[config.mk]
export PLATFORM = sky130hd
export DESIGN_NAME = module_ctrl_mult_flat
export DESIGN_NICKNAME = d
export VERILOG_FILES = /design/src/rtl/module_ctrl_mult_if.sv /design/src/rtl/module_ctrl_mult.sv /design/src/flat_wrapper.sv
export SDC_FILE = /design/constraint.sdc
export NUM_CORES = 1
export LEC_CHECK = 0
export CORE_MARGIN = 2
export CORE_UTILIZATION = 40
export CTS_BUF_LIST = sky130_fd_sc_hd__clkbuf_2
export DETAILED_ROUTE_END_ITERATION = 12
export MAX_ROUTING_LAYER = met4
export SYNTH_ARGS = -nofsm -noshare
export SYNTH_HDL_FRONTEND = slang
export SYNTH_SLANG_ARGS = --single-unit
export TNS_END_PERCENT = 10
[constraint.sdc]
create_clock -name clk -period 1.9 [get_ports clk]
set_input_delay 0.475 -clock clk [delete_from_list [all_inputs] [get_ports clk]]
set_output_delay 0.475 -clock clk [all_outputs]
set_load 0.1 [all_outputs]
[src/rtl/module_ctrl_mult_if.sv]
// module_ctrl_mult_if
// Handshake bundle between the multiply sequencer and its surroundings
// (keypad, Booth multiplier, BCD converter, display mux).
//
// Signals:
//   listo_1, listo_2   keypad -> ctrl   level: operand 1 / operand 2 captured
//   mult_done          mult   -> ctrl   pulse: product valid
//   bcd_listo          bcd    -> ctrl   pulse: digits valid
//   clear_req          user   -> ctrl   pulse: clear / abort
//   mult_valid         ctrl   -> mult   pulse: start multiplication
//   bcd_start          ctrl   -> bcd    pulse: convert current display source
//   disp_sel[1:0]      ctrl   -> disp   0 blank, 1 num_1, 2 num_2, 3 product
//   teclado_clr        ctrl   -> keypad pulse: clear operands
//   busy, error        ctrl   -> top    status levels
//   state_dbg[2:0]     ctrl   -> top    current state encoding
//
// Modports: master = environment side, slave = the controller.

interface module_ctrl_mult_if;
  logic       listo_1;
  logic       listo_2;
  logic       mult_done;
  logic       bcd_listo;
  logic       clear_req;
  logic       mult_valid;
  logic       bcd_start;
  logic [1:0] disp_sel;
  logic       teclado_clr;
  logic       busy;
  logic       error;
  logic [2:0] state_dbg;

  modport master (
    output listo_1, listo_2, mult_done, bcd_listo, clear_req,
    input  mult_valid, bcd_start, disp_sel, teclado_clr, busy, error, state_dbg
  );

  modport slave (
    input  listo_1, listo_2, mult_done, bcd_listo, clear_req,
    output mult_valid, bcd_start, disp_sel, teclado_clr, busy, error, state_dbg
  );
endinterface

[src/rtl/module_ctrl_mult.sv]
// module_ctrl_mult
// Moore sequencer for the keypad -> Booth multiplier -> BCD -> 7-segment
// chain. Launches the multiplier once both operands are captured, requests
// BCD conversions, picks the display source, guards the multiplier and the
// converter with a watchdog, and clears the keypad after the result hold
// time or on a user clear.
//
// Parameters:
//   TIMEOUT_CYC  cycles allowed in S_WAIT / S_CONV before S_ERR (>= 2)
//   HOLD_CYC     cycles the product is shown before auto-clear (0 = forever)
//   CNT_W        width of the shared timeout/hold counter
//
// Ports:
//   clk  system clock (clk_div domain), rising edge
//   rst  asynchronous reset, active low
//   bus  handshake bundle, slave side (see module_ctrl_mult_if)
//
// All outputs are registered from the next-state value, so they change on
// the same edge as the state and are glitch free.

module module_ctrl_mult #(
  parameter int TIMEOUT_CYC = 64,
  parameter int HOLD_CYC    = 1000,
  parameter int CNT_W       = 16
) (
  input  logic              clk,
  input  logic              rst,
  module_ctrl_mult_if.slave bus
);

  typedef enum logic [2:0] {
    S_IDLE  = 3'd0,
    S_OP1   = 3'd1,
    S_START = 3'd2,
    S_WAIT  = 3'd3,
    S_CONV  = 3'd4,
    S_SHOW  = 3'd5,
    S_ERR   = 3'd6,
    S_CLR   = 3'd7
  } state_t;

  localparam logic [CNT_W-1:0] TO_LAST   = CNT_W'(TIMEOUT_CYC - 1);
  localparam logic [CNT_W-1:0] HOLD_LAST = CNT_W'((HOLD_CYC > 0) ? HOLD_CYC - 1 : 0);

  state_t           state;
  state_t           state_nxt;
  logic [CNT_W-1:0] cnt;
  logic             listo_1_q;
  logic             entering;

  function automatic logic [1:0] disp_of(state_t s);
    logic [1:0] d;
    d = 2'd0;
    case (s)
      S_OP1:           d = 2'd1;
      S_START, S_WAIT: d = 2'd2;
      S_CONV, S_SHOW:  d = 2'd3;
      default:         d = 2'd0;
    endcase
    return d;
  endfunction

  always_comb begin
    // NOTE: state_nxt gets a default before any branch so no path leaves it
    // unassigned; otherwise synthesis would infer a latch.
    state_nxt = state;
    if (bus.clear_req && state != S_CLR) begin
      state_nxt = S_CLR;
    end else begin
      case (state)
        S_IDLE:  if (bus.listo_1 && !listo_1_q) state_nxt = S_OP1;
        S_OP1:   if (bus.listo_2) state_nxt = S_START;
        S_START: state_nxt = S_WAIT;
        S_WAIT: begin
          // A product arriving in the timeout cycle still counts.
          if (bus.mult_done)     state_nxt = S_CONV;
          else if (cnt == TO_LAST) state_nxt = S_ERR;
        end
        S_CONV: begin
          if (bus.bcd_listo)     state_nxt = S_SHOW;
          else if (cnt == TO_LAST) state_nxt = S_ERR;
        end
        S_SHOW:  if (HOLD_CYC > 0 && cnt == HOLD_LAST) state_nxt = S_CLR;
        S_ERR:   state_nxt = S_ERR;
        S_CLR:   state_nxt = S_IDLE;
        default: state_nxt = S_IDLE;
      endcase
    end
  end

  // The counter restarts whenever the state changes, so it always reads the
  // number of cycles already spent in the current state.
  assign entering = (state_nxt != state);

  // NOTE: reset is asynchronous and clears every flop here, outputs included,
  // so a reset mid-operation silences the datapath before the next edge.
  always_ff @(posedge clk or negedge rst) begin
    if (!rst) begin
      state           <= S_IDLE;
      cnt             <= '0;
      listo_1_q       <= 1'b0;
      bus.mult_valid  <= 1'b0;
      bus.bcd_start   <= 1'b0;
      bus.disp_sel    <= 2'd0;
      bus.teclado_clr <= 1'b0;
      bus.busy        <= 1'b0;
      bus.error       <= 1'b0;
      bus.state_dbg   <= 3'd0;
    end else begin
      // NOTE: non-blocking assignments so every flop samples pre-edge values.
      state     <= state_nxt;
      listo_1_q <= bus.listo_1;
      if (entering)      cnt <= '0;
      else if (cnt != '1) cnt <= cnt + CNT_W'(1);

      bus.mult_valid  <= (state_nxt == S_START);
      bus.bcd_start   <= (state_nxt == S_START) ||
                         (entering && (state_nxt == S_OP1 || state_nxt == S_CONV));
      bus.disp_sel    <= disp_of(state_nxt);
      bus.teclado_clr <= (state_nxt == S_CLR);
      bus.busy        <= (state_nxt == S_START) || (state_nxt == S_WAIT) ||
                         (state_nxt == S_CONV);
      bus.error       <= (state_nxt == S_ERR);
      bus.state_dbg   <= state_nxt;
    end
  end

endmodule
[src/flat_wrapper.sv]
// flat-port wrapper written by rule: the top's interface ports become plain ports
module module_ctrl_mult_flat 
#(
  parameter int TIMEOUT_CYC = 64,
  parameter int HOLD_CYC    = 1000,
  parameter int CNT_W       = 16
)
  (clk, rst, bus_listo_1, bus_listo_2, bus_mult_done, bus_bcd_listo, bus_clear_req, bus_mult_valid, bus_bcd_start, bus_disp_sel, bus_teclado_clr, bus_busy, bus_error, bus_state_dbg);
  module_ctrl_mult_if bus_i ();
  input  logic clk;
  input  logic rst;
  input wire logic [$bits(bus_i.listo_1)-1:0] bus_listo_1;
  input wire logic [$bits(bus_i.listo_2)-1:0] bus_listo_2;
  input wire logic [$bits(bus_i.mult_done)-1:0] bus_mult_done;
  input wire logic [$bits(bus_i.bcd_listo)-1:0] bus_bcd_listo;
  input wire logic [$bits(bus_i.clear_req)-1:0] bus_clear_req;
  output wire logic [$bits(bus_i.mult_valid)-1:0] bus_mult_valid;
  output wire logic [$bits(bus_i.bcd_start)-1:0] bus_bcd_start;
  output wire logic [$bits(bus_i.disp_sel)-1:0] bus_disp_sel;
  output wire logic [$bits(bus_i.teclado_clr)-1:0] bus_teclado_clr;
  output wire logic [$bits(bus_i.busy)-1:0] bus_busy;
  output wire logic [$bits(bus_i.error)-1:0] bus_error;
  output wire logic [$bits(bus_i.state_dbg)-1:0] bus_state_dbg;
  assign bus_i.listo_1 = bus_listo_1;
  assign bus_i.listo_2 = bus_listo_2;
  assign bus_i.mult_done = bus_mult_done;
  assign bus_i.bcd_listo = bus_bcd_listo;
  assign bus_i.clear_req = bus_clear_req;
  assign bus_mult_valid = bus_i.mult_valid;
  assign bus_bcd_start = bus_i.bcd_start;
  assign bus_disp_sel = bus_i.disp_sel;
  assign bus_teclado_clr = bus_i.teclado_clr;
  assign bus_busy = bus_i.busy;
  assign bus_error = bus_i.error;
  assign bus_state_dbg = bus_i.state_dbg;
  module_ctrl_mult #(.TIMEOUT_CYC(TIMEOUT_CYC), .HOLD_CYC(HOLD_CYC), .CNT_W(CNT_W)) u_core (.clk(clk), .rst(rst), .bus(bus_i));
endmodule
==> images/gates.png <==
Scale: 6 px per um.
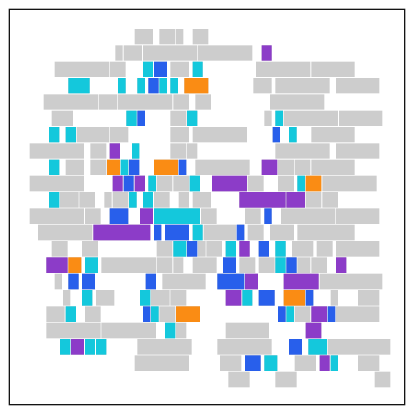
- orange: and/or cells (cells 7)
- purple: aoi and oai cells (cells 20)
- cyan: nor cells (cells 42)
- blue: nand cells (cells 27)

==> images/pinout.png <==
Scale: 6 px per um. Pins as bars across the die edge, other pins in grey.
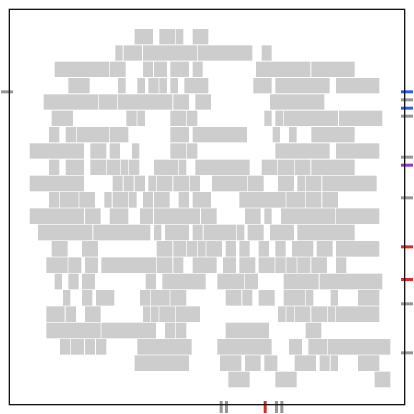
- red: bus_state_dbg (pins 3; direction output; edge 2 right, 1 bottom)
- purple: bus_mult_valid (pins 1; direction output; edge right)
- blue: bus_disp_sel (pins 2; direction output; edge right)
- all pins by edge: 11 right, 5 bottom, 1 left

==> images/clock_nets.png <==
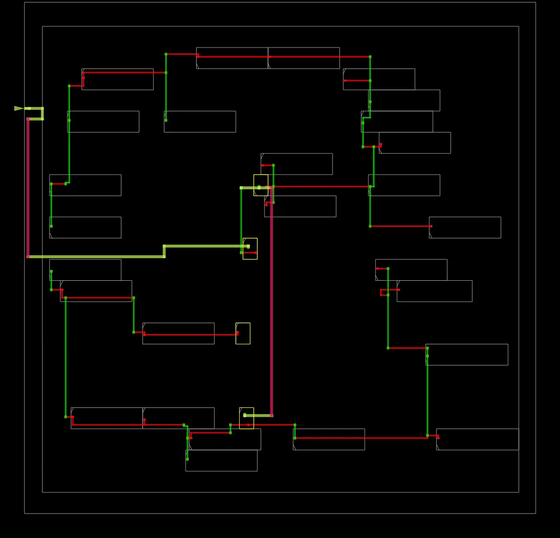
Skew-Pair Late Insertion Delay: 380 ps
clock buffer count: 3
Post-Route Skew: 11.5 ps
TritonCTS Buffers: 3

==> images/clock_wires.png <==
Scale: 8 px per um.
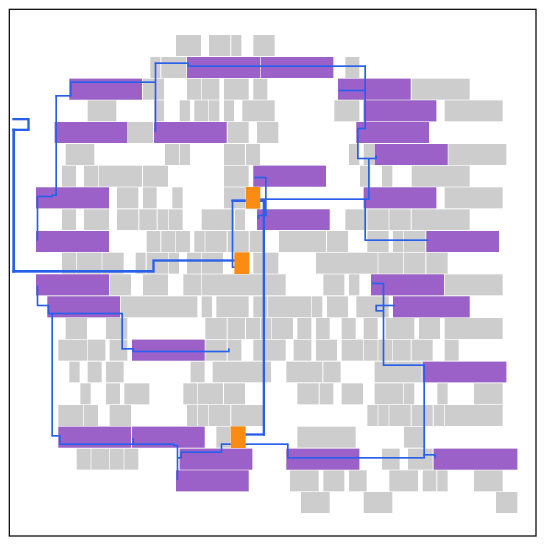
- orange: clock-net drivers (count 3)
- purple: flip-flops (count 27)
- blue: clock wires (length 364 um)
- routed clock nets: 4

==> images/layers.png <==
Scale: 4 px per um. Two of the layers only.
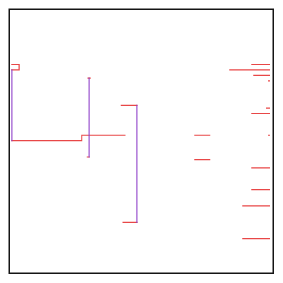
- red: M3 (wire length 95.6 um)
- purple: M4 (wire length 66.6 um)

-- worst paths after layout --
path	cells after the start	endpoint	slack (ps)
hold / removal	2	u_core.bus.state_dbg[2]	410
max in group asynchronous	2	u_core.bus.state_dbg[0]	1220
min in group clk	1	u_core.listo_1_q	510
setup / recovery	8	u_core.cnt[4]	-290
hold reg to reg	3	u_core.cnt[11]	680
setup reg to reg	8	u_core.cnt[4]	-290
-- power groups by stage --
stage	Sequential (mW)	Combinational, mW	Clock [mW]
3_5_place_dp	0.888	2.41	0
5_1_grt	0.894	2.52	0.256
2_1_floorplan	1.49	0.892	0
4_1_cts	0.876	2.41	0.236
3_3_place_gp	0.877	2.36	0
6_report	0.875	2.40	0.231
-- layer usage --
layer  global-route usage  wire length [um]  vias to the layer above
met5                    -                 0                        -
met1                0.205              1640                      692
met3               0.0223                95                        6
met2                0.369              2000                       22
li1                     -                 -                      678
met4               0.0729                66                        0
-- placed cells by master (no fill, tap or decap), types with 3 or more instances in the layout --
| master | netlist | final |
|---|---|---|
| inv_1 | 8 | 7 |
| nor3_1 | 22 | 22 |
| xnor2_1 | 9 | 9 |
| nand2_1 | 10 | 10 |
| nand3_1 | 8 | 8 |
| xor2_1 | 4 | 4 |
| clkdlybuf4s50_1 | 0 | 6 |
| nor2_1 | 14 | 14 |
| buf_12 | 0 | 11 |
| dfrtp_1 | 27 | 24 |
| clkbuf_2 | 0 | 3 |
| buf_4 | 1 | 38 |
| o21ai_0 | 4 | 4 |
-- sequential cells by signal (all words and copies together), names as in the netlist --
name                    flops
u_core.bus.state_dbg        3
u_core.bus.bcd_start        1
u_core.bus.busy             1
u_core.bus.disp_sel         2
u_core.bus.error            1
u_core.listo_1_q            1
u_core.cnt                 16
u_core.bus.mult_valid       1
u_core.bus.teclado_clr      1
==> metrics.csv <==
metric,value,unit
failing checks,negative setup slack,
outcome,finished with violations,
Gate Count Post-Synth,158,
Final Max-Slew Violation Tally,0,
post-CTS sizing,3,
GP Congestion,0.878,
Crit Path Category,register to register,
PD cells,1620,nW/um^2
share of the synthesized area in the top cell type,0.444,
Setup WS post-layout,-293,ps
Final Setup Violations,23,
FP Util,0.415,
worst path bufs/invs,2,
critical path startpoint,u_core.cnt[7],
clock-cell share of area,0.00922,
cells along the critical path,"or4_4, o41a_1, nand3b_1, and2b_4, inv_4, o21ai_4, buf_12, nor3_1",
Die Width,65.7,um
diodes inserted,0,
I/O Buffers,16,
Max Cap Violations,0,
No activity file was given, so power comes from the tool's default toggle rates.
